### src/rtl/spi_slave.sv
// SPI slave with 2-flop input synchronizers, a one-word response buffer and a
// configurable frame length; CPOL/CPHA and bit count are latched at frame start.
module spi_slave #(
  parameter int DATA_W = 32
) (
  input  logic              clk,
  input  logic              rst_n,
  input  logic              SPI4wire_SCK,
  input  logic              SPI4wire_CS_N,
  input  logic              SPI4wire_MOSI,
  output logic              SPI4wire_MISO,
  input  logic [7:0]        par_adr_sclknum,
  input  logic [7:0]        par_dat_sclknum,
  input  logic              par_cpol,
  input  logic              par_cpha,
  input  logic              tx_tvalid,
  input  logic [DATA_W-1:0] tx_tdata,
  output logic              tx_tready,
  output logic              rx_tvalid,
  output logic [DATA_W-1:0] rx_tdata,
  output logic              rx_err
);

  typedef enum logic [1:0] {IDLE, ACTIVE, DONE} state_t;

  state_t              state_q, state_d;
  logic                sck_p0, sck_p1, sck_p2;
  logic                cs_p0, cs_p1, cs_p2;
  logic                mosi_p0, mosi_p1, mosi_p2;
  logic                cs_fall, cs_rise, sck_rise, sck_fall;
  logic                lead, trail, sample_edge, shift_edge;
  logic                start, finish, accept;
  logic                buf_full_q, buf_full_d;
  logic [DATA_W-1:0]   buf_data_q;
  logic                armed_q;
  logic [1:0]          prime_q;
  logic                cpol_q, cpha_q, first_done_q;
  logic [7:0]          sclk_num_q, sclk_num;
  logic [5:0]          bit_cnt;
  logic [DATA_W-1:0]   tx_sr, rx_sr;

  // Stage p0..p2: synchronizers, p2 is the previous value for edge detection
  always_ff @(posedge clk or negedge rst_n) begin
    if (!rst_n) begin
      {cs_p0, cs_p1, cs_p2}       <= 3'b111;
      {sck_p0, sck_p1, sck_p2}    <= 3'b000;
      {mosi_p0, mosi_p1, mosi_p2} <= 3'b000;
    end else begin
      cs_p0   <= SPI4wire_CS_N;
      cs_p1   <= cs_p0;
      cs_p2   <= cs_p1;
      sck_p0  <= SPI4wire_SCK;
      sck_p1  <= sck_p0;
      sck_p2  <= sck_p1;
      mosi_p0 <= SPI4wire_MOSI;
      mosi_p1 <= mosi_p0;
      mosi_p2 <= mosi_p1;
    end
  end

  assign cs_fall     = cs_p2 & ~cs_p1;
  assign cs_rise     = ~cs_p2 & cs_p1;
  assign sck_rise    = sck_p1 & ~sck_p2;
  assign sck_fall    = ~sck_p1 & sck_p2;
  assign lead        = cpol_q ? sck_fall : sck_rise;
  assign trail       = cpol_q ? sck_rise : sck_fall;
  // With CPHA=1 the first leading edge only announces bit 31, so it must not shift
  assign sample_edge = (state_q == ACTIVE) & (cpha_q ? trail : lead);
  assign shift_edge  = (state_q == ACTIVE) & (cpha_q ? (lead & first_done_q) : trail);
  assign accept      = tx_tvalid & tx_tready;
  assign sclk_num    = par_adr_sclknum + par_dat_sclknum;
  assign SPI4wire_MISO = tx_sr[DATA_W-1];

  always_comb begin
    state_d    = state_q;
    start      = 1'b0;
    finish     = 1'b0;
    unique case (state_q)
      IDLE:    if (cs_fall && armed_q) begin
                 state_d = ACTIVE;
                 start   = 1'b1;
               end
      ACTIVE:  if (cs_rise) begin
                 state_d = DONE;
                 finish  = 1'b1;
               end
      DONE:    state_d = IDLE;
      default: state_d = IDLE;
    endcase
    // An accept coinciding with frame start keeps the new word for the next frame
    buf_full_d = accept ? 1'b1 : (start ? 1'b0 : buf_full_q);
  end

  always_ff @(posedge clk or negedge rst_n) begin
    if (!rst_n) begin
      state_q      <= IDLE;
      buf_full_q   <= 1'b0;
      tx_tready    <= 1'b0;
      armed_q      <= 1'b0;
      prime_q      <= 2'd0;
      cpol_q       <= 1'b0;
      cpha_q       <= 1'b0;
      first_done_q <= 1'b0;
      sclk_num_q   <= 8'd0;
      bit_cnt      <= 6'd0;
      tx_sr        <= '0;
      rx_tvalid    <= 1'b0;
      rx_err       <= 1'b0;
      rx_tdata     <= '0;
    end else begin
      state_q    <= state_d;
      buf_full_q <= buf_full_d;
      tx_tready  <= (state_d == IDLE) && !buf_full_d;
      // Synchronizer reset values are not real observations; arm only on pin data
      if (prime_q != 2'd2) prime_q <= prime_q + 2'd1;
      if (prime_q == 2'd2 && cs_p1) armed_q <= 1'b1;
      rx_tvalid <= 1'b0;
      rx_err    <= 1'b0;
      if (start) begin
        cpol_q       <= par_cpol;
        cpha_q       <= par_cpha;
        sclk_num_q   <= sclk_num;
        tx_sr        <= buf_full_q ? buf_data_q : '0;
        bit_cnt      <= 6'd0;
        first_done_q <= 1'b0;
      end else begin
        if (sample_edge && bit_cnt != 6'd63) bit_cnt <= bit_cnt + 6'd1;
        if (shift_edge) tx_sr <= {tx_sr[DATA_W-2:0], 1'b0};
        if (state_q == ACTIVE && lead) first_done_q <= 1'b1;
      end
      if (finish) begin
        if ({2'b00, bit_cnt} == sclk_num_q) begin
          rx_tvalid <= 1'b1;
          rx_tdata  <= rx_sr;
        end else begin
          rx_err <= 1'b1;
        end
      end
    end
  end

  always_ff @(posedge clk) begin
    if (accept) buf_data_q <= tx_tdata;
    if (start) rx_sr <= '0;
    else if (sample_edge) rx_sr <= {rx_sr[DATA_W-2:0], mosi_p2};
  end

endmodule

### config.mk
export PLATFORM = sky130hd
export DESIGN_NAME = spi_slave
export DESIGN_NICKNAME = d
export VERILOG_FILES = /design/src/rtl/spi_slave.sv
export SDC_FILE = /design/constraint.sdc
export NUM_CORES = 1
export LEC_CHECK = 0
export CORE_MARGIN = 5
export CORE_UTILIZATION = 59
export CTS_BUF_LIST = sky130_fd_sc_hd__clkbuf_4 sky130_fd_sc_hd__clkbuf_8 sky130_fd_sc_hd__clkbuf_16
export DETAILED_ROUTE_END_ITERATION = 8
export GPL_TIMING_DRIVEN = 0
export PLACE_DENSITY_LB_ADDON = 0.2
export SLEW_MARGIN = 20
export SYNTH_ARGS = -nofsm -noshare
export SYNTH_HDL_FRONTEND = slang
export SYNTH_SLANG_ARGS = --single-unit
### constraint.sdc
create_clock -name clk -period 3.9 [get_ports clk]
set_input_delay 0.78 -clock clk [delete_from_list [all_inputs] [get_ports clk]]
set_output_delay 0.78 -clock clk [all_outputs]
set_load 0.1 [all_outputs]
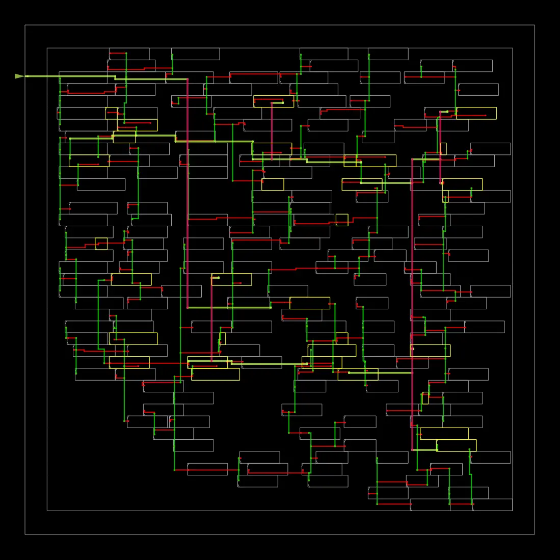
**Above:** run 1 (clock wiring as the flow saved it).
flip-flops: 163
Clock Skews: 0.0120 ns

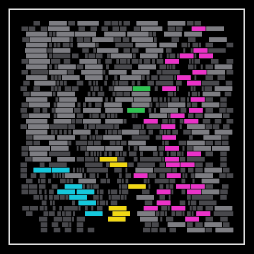
**Above:** run 1 (sequential cells colored by netlist name).
Drawn at 2 px/µm. Other sequential cells in the stronger gray, the rest of the logic in the fainter gray.
legend:
  prime_q:
    color: green
    placed_flops: 2
  rx_sr:
    color: magenta
    placed_flops: 32
    where: a vertical strip on the right
  sclk_num_q:
    color: cyan
    placed_flops: 8
    where: bottom left
  bit_cnt:
    color: yellow
    placed_flops: 6
    where: bottom middle

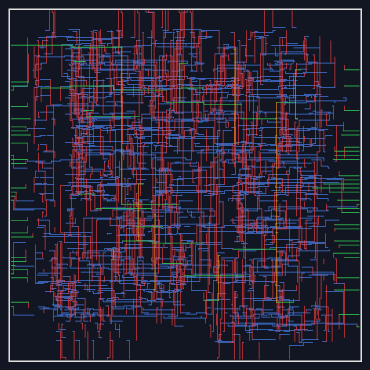
**Above:** run 1 (routed metal, one color a layer).
Drawn at 3 px/µm.
legend:
  M2:
    color: red
    wire_length: 6330 µm
  M1:
    color: blue
    wire_length: 5560 µm
  M4:
    color: orange
    wire_length: 239 µm
  M3:
    color: green
    wire_length: 600 µm

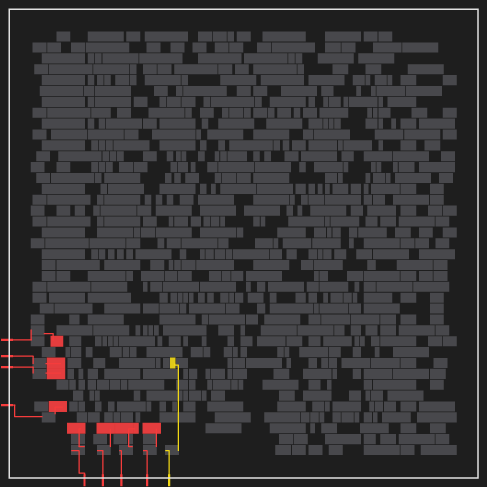
**Above:** run 1 (I/O nets highlighted).
Drawn at 4 px/µm.
legend:
  par_adr_sclknum:
    color: red
    direction: input
    edge: 4 bottom, 4 left
    end_cells: 9
    buffers: 8
    wire: 99.9 µm
  par_cpha:
    color: yellow
    direction: input
    edge: bottom
    end_cells: 1
    buffers: 1
    wire: 29.9 µm

==> run 1: synthesized netlist by cell type (4+ instances only) <==
| master | count | area [µm²] |
|---|---|---|
| nand3_1 | 37 | 185 |
| dfrtp_1 | 96 | 2400 |
| edfxtp_1 | 32 | 961 |
| nor2_1 | 5 | 18.8 |
| a21o_1 | 4 | 30.0 |
| ha_1 | 9 | 113 |
| a21oi_1 | 10 | 50.1 |
| clkbuf_1 | 11 | 41.3 |
| nand2_2 | 20 | 125 |
| nor3_1 | 5 | 25.0 |
| inv_1 | 8 | 30.0 |
| dfxtp_1 | 32 | 641 |
| xnor2_1 | 6 | 52.6 |
| xor2_1 | 6 | 52.6 |
| a21oi_2 | 30 | 263 |
| mux2_2 | 33 | 372 |
| mux2i_1 | 35 | 350 |
| nand2_1 | 71 | 267 |
| o21ai_0 | 42 | 210 |
| buf_4 | 6 | 45.0 |
| buf_2 | 10 | 50.1 |
==> run 1: layout make-up <==
class / count / area, µm² / share of cell area, %
repair buffers: 92 / 940 / 11.1
clock inverters: 11 / 158 / 1.86
well taps: 143 / 179 / 2.11
clock buffers: 21 / 468 / 5.52
multi-input cells: 347 / 2400 / 28.3
inverters: 8 / 30.0 / 0.354
flip-flops and latches: 163 / 4080 / 48.2
plain buffers: 32 / 219 / 2.58
==> run 1: power by group through the flow <==
| stage | Sequential (mW) | Clock [mW] | Combinational, mW |
|---|---|---|---|
| 6_report | 2.20 | 1.74 | 0.807 |
| 5_1_grt | 2.23 | 1.85 | 0.896 |
| 4_1_cts | 2.20 | 1.77 | 0.818 |
| 3_5_place_dp | 2.22 | 0 | 0.798 |
| 3_3_place_gp | 2.21 | 0 | 0.763 |
| 2_1_floorplan | 2.26 | 0 | 0.495 |
==> run 1: layout by cell type (no fill, tap or decap), types with 20 or more instances in the layout <==
cell type	netlist	final
nand3_1	37	37
a21oi_2	30	30
dfxtp_1	32	32
nand2_1	71	71
mux2i_1	35	35
o21ai_0	42	42
clkdlybuf4s50_1	0	90
nand2_2	20	20
edfxtp_1	32	32
mux2_2	33	33
dfrtp_1	96	96
==> run 1: metal layers <==
metal  GRT usage [%]  share of wire, %
met5               0                 0
met4            7.80               1.9
met3            5.55               4.7
met2            32.8                50
met1            25.6                44
==> run 1: worst paths after layout <==
check | startpoint | to
min in group clk | mosi_p0 | mosi_p1
min | rst_n | rx_tdata[29]
min reg2reg | mosi_p0 | mosi_p1
max | rx_err | rx_err
max reg2reg | bit_cnt[4] | rx_tdata[27]
max in group asynchronous | rst_n | cs_p1
==> run 1: cell families after synthesis <==
kind of cell             after synthesis  synth area share, %
AND/OR/NAND/NOR                      161                 11.7
adder cells (fa/ha/maj)               10                 1.97
AND-OR/OR-AND                         94                 9.22
XOR/XNOR                              13                 1.80
buffers and inverters                 40                 3.70
flip-flops                           163                 60.7
multiplexers                          69                 10.9
==> run 1: registers in the layout, summed over array words and instances, names as in the netlist, 2 cells and up <==
| register | cells |
|---|---|
| buf_data_q | 32 |
| bit_cnt | 6 |
| rx_sr | 32 |
| sclk_num_q | 8 |
| state_q | 2 |
| prime_q | 2 |
| tx_sr | 32 |
| rx_tdata | 32 |
==> results.yml, run 1 <==
# generated from flow reports
run_status:
  outcome: "finished, final reports clean"
global_routing:
  grt_pass1_vias: 4341
  grt_antenna_before_repair: 0
  grt_max_degree: 55
  grt_pass1_wl_um: 21000
  grt_usage_pct: 20.1
  gr-total-overflow: 0
sta:
  setup_viol: 0
  slew_headroom_pct: 34.1
  whs_ns: 0.272
  tightest_slew_ns: 0.985
  finalClockPeriodUsage_pct: 70.0
  fmax_mhz: 366
  setup_ws_ns: 1.17
  maxSlewViolCount: 0
  setup-tns-final_ns: 0
  min_period_ns: 2.73
  grt_setup_unrepaired: "no"
  hold_viol_final: 0
routing:
  vias: 4427
  avgViaCountPerCell: 5.42
  wire_per_inst_um: 15.6
  drc: 0
  ant_nets: 0
  drt_iter0_markers: 354
  wl_um: 12700
  drtPass1Iterations: 4
floorplan:
  initial_utilization_pct: 59.4
  core-area_um2: 11300
  die_x_um: 117
  io_pins: 92
  die-height_um: 117
  die_area_um2: 13600
  rows: 39
pwr:
  peakVddDrop_uv: 430
  pwr-share-comb_pct: 17.0
  p_switching_mw: 1.28
  leakage_nw: 3.43
  power_density_nw_per_um2: 560
  swShare_pct: 27.0
  intPower_mw: 3.47
  pwr-share-seq_pct: 46.3
  p_total_mw: 4.75
  p_clk_share_pct: 36.7
synthesis:
  edf_count: 32
  async_reset_ff_share_pct: 60.7
  yosysChipArea_um2: 6730
  yosys_warnings: 0
  synth_flop_count: 163
  yosysUniqueCellTypes: 46
  synthesis.area_um2: 6730
  avgSynthCellArea_um2: 12.2
  yosysSeqAreaShare_pct: 60.7
  flop_cell: "dfrtp_1"
  ys_cells: 550
  netlist_instances: 550
  syn_nets: 616
placement:
  numPortBuffers: 91
  dpl_cell_area_um2: 7850
  post-place-ws_ns: 1.27
  hpwl_um: 8610
  gp_congestion: 0.802
  placed_cells: 785
clock_tree:
  postCtsHoldBufs: 0
  numCtsBuffers: 17
  cts_buffer_depth: 2
  clkTransAtPathRegs_ns: 0.06
  cts.sinks: 163
  cts_root_buffer: "clkbuf_16"
  cts_resized: 0
  cts_tree: "done"
  worstSkewPairLatency_ns: 0.43
  cts_setup_buffers: 0
  cts-htree-levels: 4
setup_path:
  slowest_stage: "clkdlybuf4s50_1"
  worstPathCellList: "clkdlybuf4s50_1"
  path_max_fanout: 1
  cpPeakStageDelay_ns: 1.16
  cp.required_ns: 3.12
  cp-start-kind: "flip-flop"
  cp_top_family: "buffers and inverters"
  worstSetupPathType: "reg2out"
  arrival_ns: 1.95
  worstSetupEndpointType: "primary output"
  worst-path-stages: 1
  r2r_cells: 6
  ff2ff_setup_slack_ns: 1.80
  critPathBufInv: 1
layout:
  final_nets: 727
  final_cells: 817
  synthToLayoutAreaGrowth_pct: 25.9
  final_core_util_pct: 74.9
  fillCellCount: 758
  fin_area_um2: 8480
  drive_above_1_share_pct: 21.7
  n_antenna_cell: 0
min_path:
  hold_class: "in2async"
run:
  maxCapViolCount: 0
  warning_count: 26
**Run 1: logic cells by family**

Drawn at 3 px/µm.
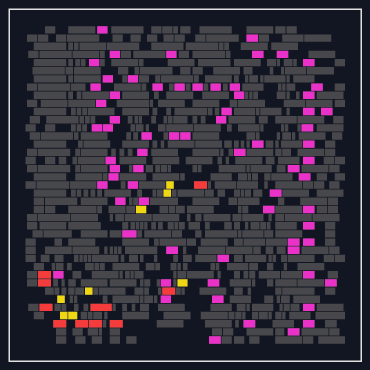

==> run 2: changes to the inputs <==
CORE_UTILIZATION = 49   (was 59)
clock period = 2.2 ns   (was 3.9 ns; I/O delays follow)
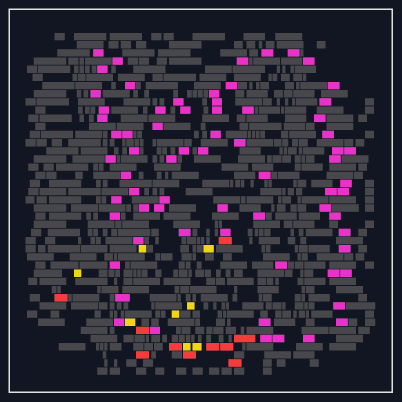
**Above:** run 2 (logic cells by family).
Drawn at 3 px/µm.
legend:
  non-inverting ao/oa cells:
    color: yellow
    cells: 8
    most_used: a21o_1
    where: bottom middle
  fa/ha/maj cells:
    color: red
    cells: 10
    most_used: ha_1
    where: bottom middle
  mux cells:
    color: magenta
    cells: 69
    most_used: mux2i_1

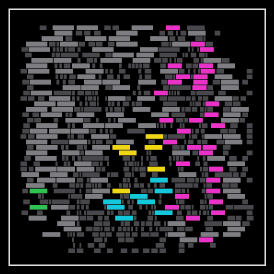
**Above:** run 2 (sequential cells colored by netlist name).
Drawn at 2 px/µm. Other sequential cells in the stronger gray, the rest of the logic in the fainter gray.
legend:
  sclk_num_q:
    color: cyan
    placed_flops: 8
    where: bottom middle
  bit_cnt:
    color: yellow
    placed_flops: 6
    where: middle
  rx_sr:
    color: magenta
    placed_flops: 32
  prime_q:
    color: green
    placed_flops: 2
not colored: 115

==> run 2 against run 1 <==
Wire length hardly changed. Via count is 0.38% higher. Non-clock buffer count is 1 higher. Worst hold slack better by 0.082 ns. Critical path depth stayed put. Global-route usage is 3.3 points lower. Setup slack worse by 1.1 ns. Cell count is 4.2% higher. Total power is 75% higher. Critical path type unchanged. Highest routed layer unchanged.
==> results.yml, run 2 <==
# generated from flow reports
run_status:
  outcome: "finished, final reports clean"
synthesis:
  syn_nets: 616
  yosysChipArea_um2: 6730
  yosysUniqueCellTypes: 46
  synth.most_common_cell: "dfrtp_1"
  async_reset_ff_share_pct: 60.7
  avgSynthCellArea_um2: 12.2
  yosys_warnings: 0
  synth_flop_count: 163
  ys_cells: 550
  yosysTopAreaCell: "dfrtp_1"
  flop_cell: "dfrtp_1"
  top_area_share_pct: 35.7
  common_cells: "dfrtp_1, nand2_1, o21ai_0"
global_routing:
  grt_antenna_before_repair: 0
  gr-total-overflow: 0
  use_met1_pct: 22.1
  grt_usage_pct: 16.8
  busiest_layer: "met2"
  grt_use_met3_pct: 4.01
  grt_max_degree: 58
  grt_pass1_wl_um: 21700
floorplan:
  die_area_um2: 16200
  die_x_um: 127
  io_pins: 92
  initial_utilization_pct: 50.4
run:
  maxCapViolCount: 0
layout:
  lay_top_count: "dfrtp_1"
  final_cells: 851
  final_nets: 728
  final_cell_mix: "dfrtp_1, nand2_1, clkdlybuf4s50_1"
  synthToLayoutAreaGrowth_pct: 25.8
  final_core_util_pct: 63.4
  flop_area_um2: 4080
routing:
  drt_iter0_markers: 264
  drc: 0
  wire_per_inst_um: 15.0
  ant_nets: 0
  vias: 4444
  wl_um: 12700
setup_path:
  worst_setup_path_startpoint: "rx_tdata[1]"
  critPathBufInv: 1
  cp_top_family: "buffers and inverters"
  worstSetupPathType: "reg2out"
  path_max_fanout: 2
  worstPathCellList: "dlygate4sd2_1"
  r2r-start: "bit_cnt[2]"
  slowest_stage: "dlygate4sd2_1"
  cp.required_ns: 1.76
sta:
  grt_setup_unrepaired: "no"
  setup_ws_ns: 0.0916
  hold_viol_final: 0
  maxSlewViolCount: 0
  whs_ns: 0.354
  tightest_slew_ns: 0.984
  slew_headroom_pct: 34.7
  min_period_ns: 2.11
  setup_viol: 0
placement:
  post-place-ws_ns: -0.132
  numPortBuffers: 91
  gp_congestion: 0.842
  hpwl_um: 8950
clock_tree:
  cts_tree: "done"
  cts_setup_buffers: 0
  cts_buffer_depth: 2
  clkTransAtPathRegs_ns: 0.06
  cts-htree-levels: 4
min_path:
  min_from: "sck_p0"
pwr:
  leakage_nw: 3.61
  power_density_nw_per_um2: 982
  peakVddDrop_uv: 875
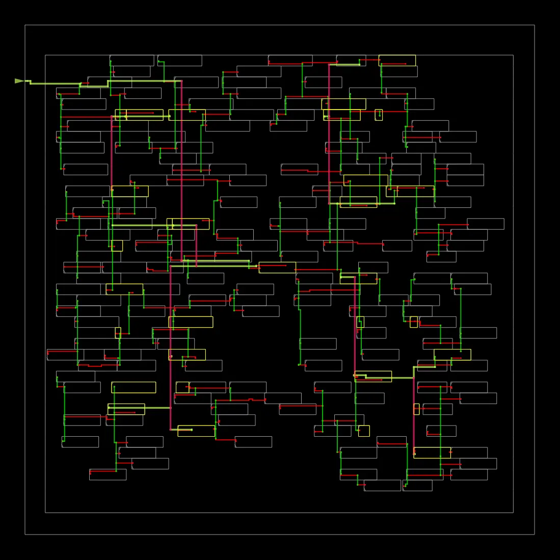
**Above:** run 2 (clock wiring as the flow saved it).
Clock Skews: 0.00640 ns
TritonCTS Buffers: 17

## run 2: final cells by class
cell class | instances | share of cell area [%]
multi-input cells | 347 | 28.3
repair buffers | 93 | 10.7
clock inverters | 12 | 1.92
clock buffers | 20 | 5.29
inverters | 8 | 0.355
plain buffers | 32 | 2.59
flip-flops and latches | 163 | 48.2
well taps | 176 | 2.60
## run 2: cell families after synthesis
kind of cell,count (synthesis),share of synthesized area (%)
buf+inv,40,3.70
simple gates,161,11.7
mux,69,10.9
xor+xnor,13,1.80
fa+ha+maj,10,1.97
flops,163,60.7
compound gates,94,9.22
## run 2: layer usage
metal | wire (µm) | part of all wire (%)
met1 | 5630 | 44
met5 | 0 | 0
met3 | 570 | 4.5
met2 | 6310 | 50
met4 | 218 | 1.7
## run 2: timing repair
| item | 4_1_cts | 5_1_grt |
|---|---|---|
| hold buffers | 1 | 0 |
| resized | 36 | 0 |
| endpoints found under the setup margin | 36 | 0 |
| hold endpoints to repair | 39 | 0 |
## run 2: through the flow
| stage | cell area, µm² | power (mW) | setup TNS, ns |
|---|---|---|---|
| 2_1_floorplan | 6730 | 4.87 | 0 |
| 3_3_place_gp | 7860 | 5.29 | -290.99 |
| 3_5_place_dp | 7890 | 5.36 | -0.148 |
| 4_1_cts | 8470 | 8.40 | 0 |
| 5_1_grt | 8470 | 8.74 | 0 |
| 6_report | 8470 | 8.31 | 0 |
## run 2: power by group
group / total, mW / leakage (nW) / internal [mW] / switching [mW]
clock network: 3.02 / 0.301 / 1.92 / 1.11
registers: 3.89 / 1.85 / 3.60 / 0.292
logic: 1.39 / 1.46 / 0.561 / 0.834
## run 2: worst paths after layout
check / to / slack [ns] / depth (start not counted)
worst min register to register: sck_p1 / 0.35 / 0
worst max-delay path: rx_tdata[1] / 0.09 / 1
min in group asynchronous: rx_tvalid / 0.50 / 2
max in group asynchronous: tx_sr[18] / 1.08 / 3
worst max register to register: rx_tdata[3] / 0.14 / 6
worst min-delay path: sck_p1 / 0.35 / 0
==> run 3: changes to the inputs <==
TNS_END_PERCENT = 5   (was default)
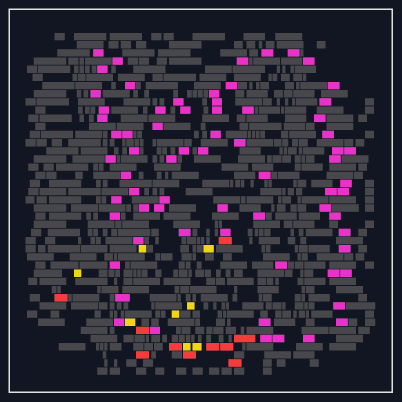
**Above:** run 3 (logic cells by family).
Drawn at 3 px/µm.
legend:
  fa/ha/maj cells:
    color: red
    cells: 10
    most_used: ha_1
    where: bottom middle
  mux cells:
    color: magenta
    cells: 69
    most_used: mux2i_1
  non-inverting ao/oa cells:
    color: yellow
    cells: 8
    most_used: a21o_1
    where: bottom middle

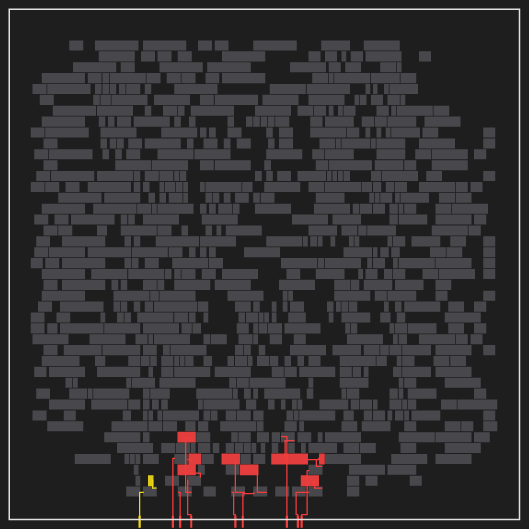
**Above:** run 3 (I/O nets highlighted).
Drawn at 4 px/µm.
legend:
  par_adr_sclknum:
    color: red
    direction: input
    edge: bottom
    end_cells: 9
    buffers: 8
    wire: 152 µm
  par_cpha:
    color: yellow
    direction: input
    edge: bottom
    end_cells: 1
    buffers: 1
    wire: 10.2 µm

==> run 3 against run 2 <==
Non-clock buffer count unchanged. Sequential power barely moved. Clock skew stayed put. Die area unchanged. Largest cell class unchanged. Largest power group unchanged.
==> results.yml, run 3 <==
# generated from flow reports
layout:
  drive_above_1_share_pct: 21.8
  synthToLayoutAreaGrowth_pct: 25.8
  final_cell_mix: "dfrtp_1, nand2_1, clkdlybuf4s50_1"
  n_antenna_cell: 0
  final_core_util_pct: 63.4
  final_nets: 728
  flop_area_um2: 4080
  lay_top_count: "dfrtp_1"
  logic_area_um2: 2400
  fillCellCount: 1108
clock_tree:
  cts_setup_buffers: 0
  cts-htree-levels: 4
  numCtsBuffers: 17
  cts.sinks: 163
  clkTransAtPathRegs_ns: 0.06
  worstSkewPairLatency_ns: 0.42
  cts_tree: "done"
  cts_root_buffer: "clkbuf_16"
  cts_buffer_depth: 2
sta:
  slew_headroom_pct: 34.7
  finalClockPeriodUsage_pct: 95.8
  fmax_mhz: 474
  whs_ns: 0.354
  maxSlewViolCount: 0
  hold_viol_final: 0
  fin_skew_ns: 0.00640
  tightest_slew_ns: 0.984
  grt_setup_unrepaired: "no"
  setup_viol: 0
  min_period_ns: 2.11
global_routing:
  grt_pass1_vias: 4469
  grt_pass1_wl_um: 21700
  gr-total-overflow: 0
  grt_antenna_before_repair: 0
  grt_usage_pct: 16.8
  grt_max_degree: 58
routing:
  vias: 4444
  drt_iter0_markers: 264
  wl_um: 12700
  drtPass1Iterations: 4
  ant_nets: 0
  drc: 0
  avgViaCountPerCell: 5.22
  wire_per_inst_um: 15.0
floorplan:
  rows: 42
  io_pins: 92
  die_x_um: 127
  core-area_um2: 13300
  die_area_um2: 16200
  die-height_um: 127
  initial_utilization_pct: 50.4
synthesis:
  synth_flop_count: 163
  yosysTopAreaCell: "dfrtp_1"
  top_area_share_pct: 35.7
  flop_cell: "dfrtp_1"
  aoi_share_pct: 9.22
  ys_sh_mux_pct: 10.9
  avgSynthCellArea_um2: 12.2
  simple_gate_area_share_pct: 11.7
  yosys_warnings: 0
  xor_share_pct: 1.80
  ys_top_cells_by_area: "dfrtp_1, edfxtp_1, dfxtp_1, mux2_2, mux2i_1"
  edf_count: 32
  syn_nets: 616
  async_reset_ff_share_pct: 60.7
  netlist_instances: 550
  synth.most_common_cell: "dfrtp_1"
  yosysChipArea_um2: 6730
  ys_sh_adder_pct: 1.97
  ys_cells: 550
  synthesis.area_um2: 6730
  yosysUniqueCellTypes: 46
  common_cells: "dfrtp_1, nand2_1, o21ai_0"
  yosysSeqAreaShare_pct: 60.7
  topCombFamilyByArea: "simple AND/OR/NAND/NOR gates"
setup_path:
  arrival_ns: 1.67
  cp-start-kind: "flip-flop"
  worstSetupEndpointType: "primary output"
  slowest_stage: "dlygate4sd2_1"
  worstPathCellList: "dlygate4sd2_1"
  worstSetupPathType: "reg2out"
  cpPeakStageDelay_ns: 0.87
  cp.required_ns: 1.76
  cp_top_family: "buffers and inverters"
  path_max_fanout: 2
  critPathBufInv: 1
pwr:
  leakage_nw: 3.61
  power_density_nw_per_um2: 982
  p_clk_share_pct: 36.4
  intPower_mw: 6.08
  swShare_pct: 26.8
  p_switching_mw: 2.23
  peakVddDrop_uv: 875
  pwr-share-seq_pct: 46.9
  pwr-share-comb_pct: 16.8
placement:
  gp_congestion: 0.842
  numPortBuffers: 91
  hpwl_um: 8950
min_path:
  hold_class: "reg2reg"
run:
  warning_count: 26
  maxCapViolCount: 0
run_status:
  outcome: "finished, final reports clean"
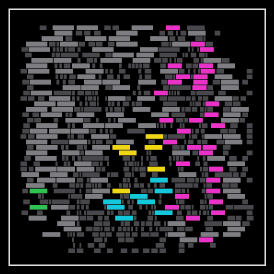
**Above:** run 3 (sequential cells colored by netlist name).
Drawn at 2 px/µm. Other sequential cells in the stronger gray, the rest of the logic in the fainter gray.
legend:
  prime_q:
    color: green
    placed_flops: 2
  sclk_num_q:
    color: cyan
    placed_flops: 8
    where: bottom middle
  bit_cnt:
    color: yellow
    placed_flops: 6
    where: middle
  rx_sr:
    color: magenta
    placed_flops: 32
not colored: 115

run 3: cell counts in the layout (fill, tap and decap cells not counted):
Identical to the previous run, type by type.
run 3: cell type report:
class                      count  share of cell area, %
clock inverter                12                   1.92
multi-input combinational    347                   28.3
sequential                   163                   48.2
clock buffer                  20                   5.29
inverter                       8                  0.355
buffer                        32                   2.59
timing repair buffer          93                   10.7
tap                          176                   2.60
run 3: power groups by stage:
stage	sequential, mW	combinational [mW]	clock, mW
6_report	3.89	1.39	3.02
5_1_grt	3.96	1.57	3.21
4_1_cts	3.90	1.42	3.09
3_5_place_dp	3.95	1.42	0
3_3_place_gp	3.92	1.37	0
2_1_floorplan	4.00	0.878	0
run 3: logic make-up after synthesis:
kind of cell	Yosys count
adders and majority gates	10
AOI/OAI and AO/OA	94
muxes	69
DFF	163
and+or+nand+nor	161
buffers and inverters	40
xor gates and xnor gates	13
run 3: worst paths after layout:
| kind | depth (start not counted) | slack, ns | startpoint | endpoint |
|---|---|---|---|---|
| max | 1 | 0.09 | rx_tdata[1] | rx_tdata[1] |
| min | 0 | 0.35 | sck_p0 | sck_p1 |
| max reg2reg | 6 | 0.14 | bit_cnt[2] | rx_tdata[3] |
| min reg2reg | 0 | 0.35 | sck_p0 | sck_p1 |
| max in group asynchronous | 3 | 1.08 | rst_n | tx_sr[18] |
| min in group asynchronous | 2 | 0.50 | rst_n | rx_tvalid |
run 3: stage by stage:
stage	setup WS, ns	TNS, ns	cell area [µm²]	cells	power, mW
finish	0.0916	0	8470	851	8.31
global route	0.0216	0	8470	851	8.74
CTS	0.0651	0	8470	851	8.40
detailed placement	-0.132	-0.148	7890	818	5.36
global placement	-2.98	-290.99	7860	817	5.29
floorplan	0.264	0	6730	550	4.87
run 3: layer usage:
metal	wire length, µm	global-route usage, %	vias to the layer above	part of all wire [%]
met1	5630	22.1	2162	44
met2	6310	26.7	114	50
li1	-	-	2149	-
met4	218	7.26	0	1.7
met3	570	4.01	19	4.5
met5	0	0	-	0
run 3: repair_timing:
item	in CTS	in global routing
endpoints found under the setup margin	36	0
hold endpoints to repair	39	0
hold buffers	1	0
gates resized	36	0
Power is estimated from default activity; no workload was simulated.
